`src/rtl/mpt_leaf_check_stage.sv`:
```
// rtl/mpt_leaf_check_stage.sv - terminal MPT walker stage: leaf permission check, 2-entry skid output, deny counter
// Bus layout: [0] valid, [2:1] walking, [4:3] access, [6:5] fault, [7] allow, [15:8] paddr[15:8], [W-1:16] mpte.
module mpt_leaf_check_stage #(
  parameter int PIPELINE_SLAVE_DATA_WIDTH  = 32,
  parameter int PIPELINE_MASTER_DATA_WIDTH = 32,
  parameter int FAULT_COUNT_WIDTH          = 16
) (
  input  logic                                  clk_i,
  input  logic                                  rst_ni,
  input  logic                                  stage_slave_valid,
  output logic                                  stage_slave_ready,
  input  logic [PIPELINE_SLAVE_DATA_WIDTH-1:0]  stage_slave_data,
  output logic                                  stage_master_valid,
  input  logic                                  stage_master_ready,
  output logic [PIPELINE_MASTER_DATA_WIDTH-1:0] stage_master_data,
  output logic                                  permission_fault_o,
  output logic [FAULT_COUNT_WIDTH-1:0]          fault_count_o,
  input  logic                                  clear_count_i
);

  localparam int SW = PIPELINE_SLAVE_DATA_WIDTH;
  localparam int MW = PIPELINE_MASTER_DATA_WIDTH;
  localparam int CW = FAULT_COUNT_WIDTH;

  localparam logic [1:0] MPT_WALKING_DO = 2'd2;
  localparam logic [1:0] ACCESS_R       = 2'd0;
  localparam logic [1:0] ACCESS_W       = 2'd1;
  localparam logic [1:0] ACCESS_X       = 2'd2;
  localparam logic [1:0] PERM_DENIED    = 2'd2;
  localparam logic [1:0] PERM_RESERVED  = 2'd3;

  typedef enum logic [1:0] {EMPTY, ONE, TWO} skid_state_e;

  logic [1:0]    walking;
  logic [1:0]    access;
  logic [1:0]    fault_in;
  logic [3:0]    page_idx;
  logic [63:0]   mpte_ext;
  logic [3:0]    perm;
  logic          access_ok;
  logic          allow_d;
  logic [1:0]    fault_d;
  logic [SW-1:0] dec_data;

  assign walking  = stage_slave_data[2:1];
  assign access   = stage_slave_data[4:3];
  assign fault_in = stage_slave_data[6:5];
  assign page_idx = stage_slave_data[15:12];
  // Nibbles past the end of the mpte field read as zero, i.e. no permission.
  assign mpte_ext = 64'(stage_slave_data[SW-1:16]);
  assign perm     = mpte_ext[{page_idx, 2'b00} +: 4];

  always_comb begin
    access_ok = 1'b0;
    unique case (access)
      ACCESS_R: access_ok = perm[0];
      ACCESS_W: access_ok = perm[1] & perm[0];
      ACCESS_X: access_ok = perm[2];
      default:  access_ok = 1'b0;
    endcase
  end

  always_comb begin
    allow_d = 1'b1;
    fault_d = fault_in;
    if (walking == MPT_WALKING_DO) begin
      if (fault_in != 2'd0) begin
        allow_d = 1'b0;
      end else if (perm[3]) begin
        allow_d = 1'b0;
        fault_d = PERM_RESERVED;
      end else if (!access_ok) begin
        allow_d = 1'b0;
        fault_d = PERM_DENIED;
      end
    end
    dec_data      = stage_slave_data;
    dec_data[7]   = allow_d;
    dec_data[6:5] = fault_d;
  end

  skid_state_e   state_q;
  logic [SW-1:0] head_q;
  logic [SW-1:0] tail_q;
  logic          master_valid_q;
  logic          slave_ready_q;
  logic          accept;
  logic          drain;

  assign accept = stage_slave_valid && slave_ready_q;
  assign drain  = master_valid_q && stage_master_ready;

  always_ff @(posedge clk_i or negedge rst_ni) begin
    if (!rst_ni) begin
      state_q        <= EMPTY;
      head_q         <= '0;
      tail_q         <= '0;
      master_valid_q <= 1'b0;
      slave_ready_q  <= 1'b1;
    end else begin
      unique case (state_q)
        EMPTY: begin
          if (accept) begin
            head_q         <= dec_data;
            state_q        <= ONE;
            master_valid_q <= 1'b1;
          end
        end
        ONE: begin
          if (accept && drain) begin
            head_q <= dec_data;
          end else if (accept) begin
            tail_q        <= dec_data;
            state_q       <= TWO;
            slave_ready_q <= 1'b0;
          end else if (drain) begin
            state_q        <= EMPTY;
            master_valid_q <= 1'b0;
          end
        end
        TWO: begin
          if (drain) begin
            head_q        <= tail_q;
            state_q       <= ONE;
            slave_ready_q <= 1'b1;
          end
        end
        default: begin
          state_q        <= EMPTY;
          master_valid_q <= 1'b0;
          slave_ready_q  <= 1'b1;
        end
      endcase
    end
  end

  assign stage_slave_ready  = slave_ready_q;
  assign stage_master_valid = master_valid_q;
  assign stage_master_data  = MW'(head_q);

  logic          deny_drain;
  logic [CW-1:0] count_q;
  logic [CW-1:0] count_d;
  logic          fault_pulse_q;

  assign deny_drain = drain && !head_q[7];

  always_comb begin
    count_d = count_q;
    if (clear_count_i) begin
      count_d = '0;
    end else if (deny_drain && (count_q != {CW{1'b1}})) begin
      count_d = count_q + 1'b1;
    end
  end

  always_ff @(posedge clk_i or negedge rst_ni) begin
    if (!rst_ni) begin
      count_q       <= '0;
      fault_pulse_q <= 1'b0;
    end else begin
      count_q       <= count_d;
      fault_pulse_q <= deny_drain;
    end
  end

  assign permission_fault_o = fault_pulse_q;
  assign fault_count_o      = count_q;

endmodule

```
`config.mk`:
```
export PLATFORM = sky130hd
export DESIGN_NAME = mpt_leaf_check_stage
export DESIGN_NICKNAME = d
export VERILOG_FILES = /design/src/rtl/mpt_leaf_check_stage.sv
export SDC_FILE = /design/constraint.sdc
export NUM_CORES = 1
export LEC_CHECK = 0
export ABC_AREA = 1
export CAP_MARGIN = 20
export CORE_UTILIZATION = 35
export CTS_BUF_LIST = sky130_fd_sc_hd__clkbuf_8
export CTS_CLUSTER_SIZE = 40
export DETAILED_ROUTE_END_ITERATION = 16
export DONT_BUFFER_PORTS = 1
export HOLD_SLACK_MARGIN = 0.08
export SLEW_MARGIN = 20
export SYNTH_ARGS = -nofsm -noshare
export SYNTH_HDL_FRONTEND = slang
export SYNTH_SLANG_ARGS = --single-unit
```
`constraint.sdc`:
```
create_clock -name clk_i -period 3.44 [get_ports clk_i]
set_input_delay 0.688 -clock clk_i [delete_from_list [all_inputs] [get_ports clk_i]]
set_output_delay 0.688 -clock clk_i [all_outputs]
set_load 0.005 [all_outputs]
```
==> reports/qor.csv <==
stage,metric,value,unit
yosys,post-synthesis cell count,518,
pwr,overall power consumption,3.39,mW
cells_and_area,biggest area consumer among cell classes,sequential cells,
yosys,Adder-Cell Fraction of Synth Area,0.311,%
clock_tree,clk ins delay skew pair,380,ps
global_route,pin count of the biggest net entering global routing,85,
route,number of design rule violations left after detail routing,0,
route,routed wire length,10200,µm
setup_path,delay of the slowest cell on the worst path,700,ps
floorplanning,count of inserted tapcells,140,
global_route,via count of the first global-routing pass,3249,
yosys,post-synth top area cell,sky130_fd_sc_hd__dfrtp_1,
pwr,power density over the cells,779,mW/mm²
yosys,yosys-reported design area after synthesis,0.00402,mm²
global_route,global-route wire length before repair,16500,µm
yosys,synthesized area per cell,7.76,µm²
placement,count of buffers inserted at the top-level ports,0,
run_status,outcome,"complete, no violations",
clock_tree,number of buffers created by CTS,9,
floorplanning,die width,109,µm
yosys,net count after synthesis,556,
yosys,Simple-Gate Area Share,28.5,%
cells_and_area,FFs & Latches,85,
floorplanning,placeable core region,0.0110,mm²
route,Starting DRT DRC Count,146,
cells_and_area,clock network share of area,4.49,%
cells_and_area,fraction of area in registers,48.9,%
cells_and_area,most used logic cell in the final layout,sky130_fd_sc_hd__nand2_1,
global_route,grt met2 use,29.4,%
setup_path,required time of the critical path,3640,ps
setup_path,Critical Path Most Common Cell,sky130_fd_sc_hd__nand2_1,
clock_tree,number of hold buffers added after CTS,1,
setup_path,kind of capture point of the worst setup path,flop,
floorplanning,die footprint,0.0119,mm²
global_route,initial antenna violation count,0,
yosys,Mux cell area share,0,%
setup_path,critical path depth in cells,7,
timing,# setup viols final,0,
setup_path,cell chain of the critical path,nand2_1 > nor2_1 > nand2_1 > nand2_1 > nand3_2 > inv_2 > a31oi_1,
cells_and_area,area occupied by multi-input gates,0.00161,mm²
yosys,area share of the leading cell type in the synthesized netlist,52.3,%
timing,worst max-slew margin expressed relative to the limit,39.1,%
setup_path,CP Capture Point,stage_master_data[10]$_DFFE_PN0P_,
cells_and_area,#MultiIn Comb,368,
run,OpenROAD warning count,27,
yosys,post-synth design cell area,0.00402,mm²
floorplanning,initial standard-cell utilization of the core,36.4,%
route,Vias,3312,
pwr,leakage power of the design,2.05,nW
setup_path,logic depth of the worst register-to-register path,7,
timing,setup clock skew after layout,14.1,ps
route,Routed Antenna Nets,0,
setup_path,crit path DAT,2470,ps
yosys,sequential-to-total area share from yosys stat,53.0,%
setup_path,Buf/Inv on CP,1,
cells_and_area,Post-Layout Cell Count,658,
cells_and_area,nonclk inv count,45,
clock_tree,clock root cell,sky130_fd_sc_hd__clkbuf_8,
yosys,post-synthesis compound-gate area fraction,10.7,%
timing,highest achievable clock rate,0.441,GHz
route,metal1 wirelength,4480,µm
setup_path,launching element type of the critical path,flop,
setup_path,CP startpoint,stage_slave_ready$_DFFE_PN1P_,
setup_path,master of the slowest instance on the critical path,sky130_fd_sc_hd__inv_2,
yosys,count of library flops with an enable pin,0,
-- where the power goes --
| group | leakage (nW) | switching (mW) | internal (mW) |
|---|---|---|---|
| combinational | 0.913 | 0.643 | 0.342 |
| sequential | 1.04 | 0.291 | 1.40 |
| clock | 0.0990 | 0.386 | 0.325 |
-- per-stage QoR --
| stage | util, % | setup WS, ps | cell area (µm²) |
|---|---|---|---|
| after CTS | 39.2 | 1130 | 4320 |
| after detailed placement | 37.2 | 1010 | 4100 |
| after global routing | 39.5 | 871 | 4350 |
| after global placement | 37.2 | 1080 | 4100 |
| final | 39.5 | 1170 | 4350 |
| after floorplan | - | 1690 | 4020 |
-- state kept, by name, indices dropped and copies added, names as in the netlist --
signal and cells:
fault_count_o 16, permission_fault_o 1, stage_master_data 32, stage_master_valid 1, stage_slave_ready 1, state_q 2, tail_q 32
==> images/layers.png <==
Scale bar: 20 µm.
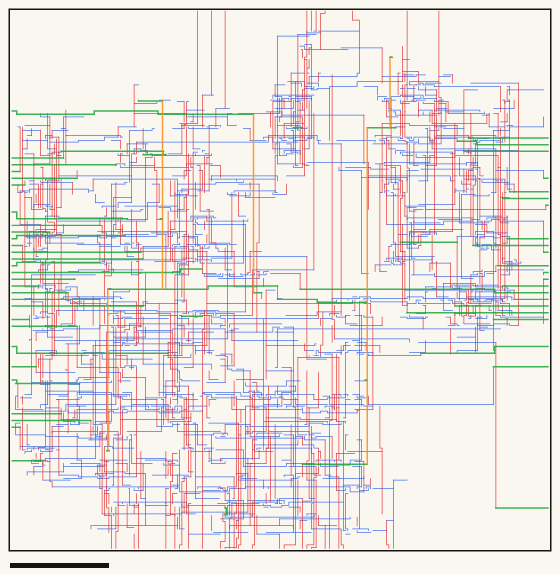
M1: shown in blue, wire length 4480 µm. M4: shown in orange, wire length 189 µm. M2: shown in red, wire length 4640 µm. M3: shown in green, wire length 866 µm.

==> images/util_map.png <==
11 x 11 tiles, from dark blue (low) to red (high), 0 to 100% covered.
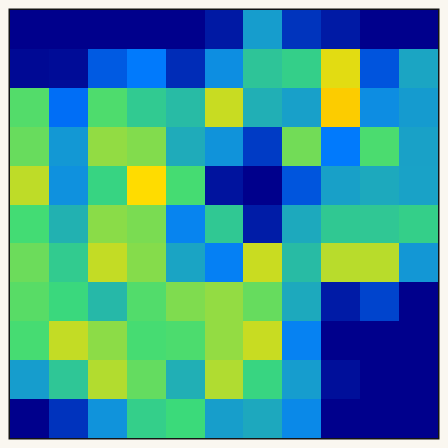
The fullest tile reaches 77%. 0.80% of the tiles are over 75% full. The mean over all tiles is 35%.

==> images/clock_wires.png <==
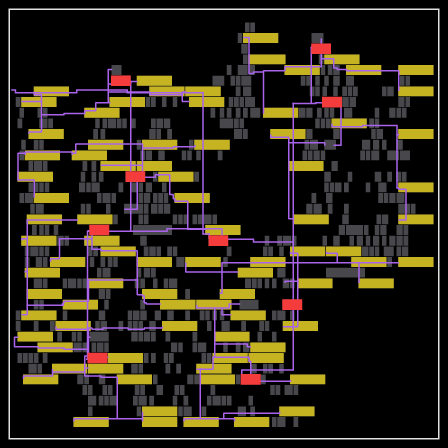
clock wires: shown in purple, length 1200 µm. flip-flops: shown in yellow, count 85. clock-net drivers: shown in red, count 9.
Position of the flops: widely spread. There are 10 routed clock nets.

==> images/congestion_map.png <==
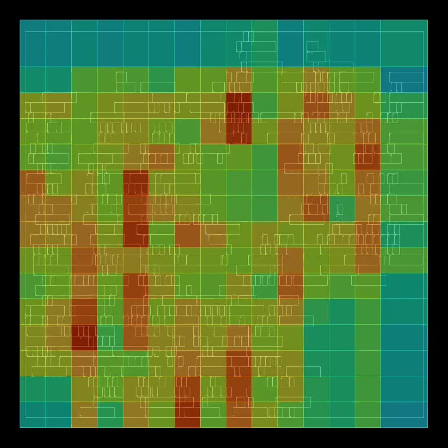
most crowded layer after global routing: met2
global routing usage on met3: 6.93%
average routed wire per standard cell: 15.5 µm

Power figures rest on the tool's default switching activity, not on a simulated workload.
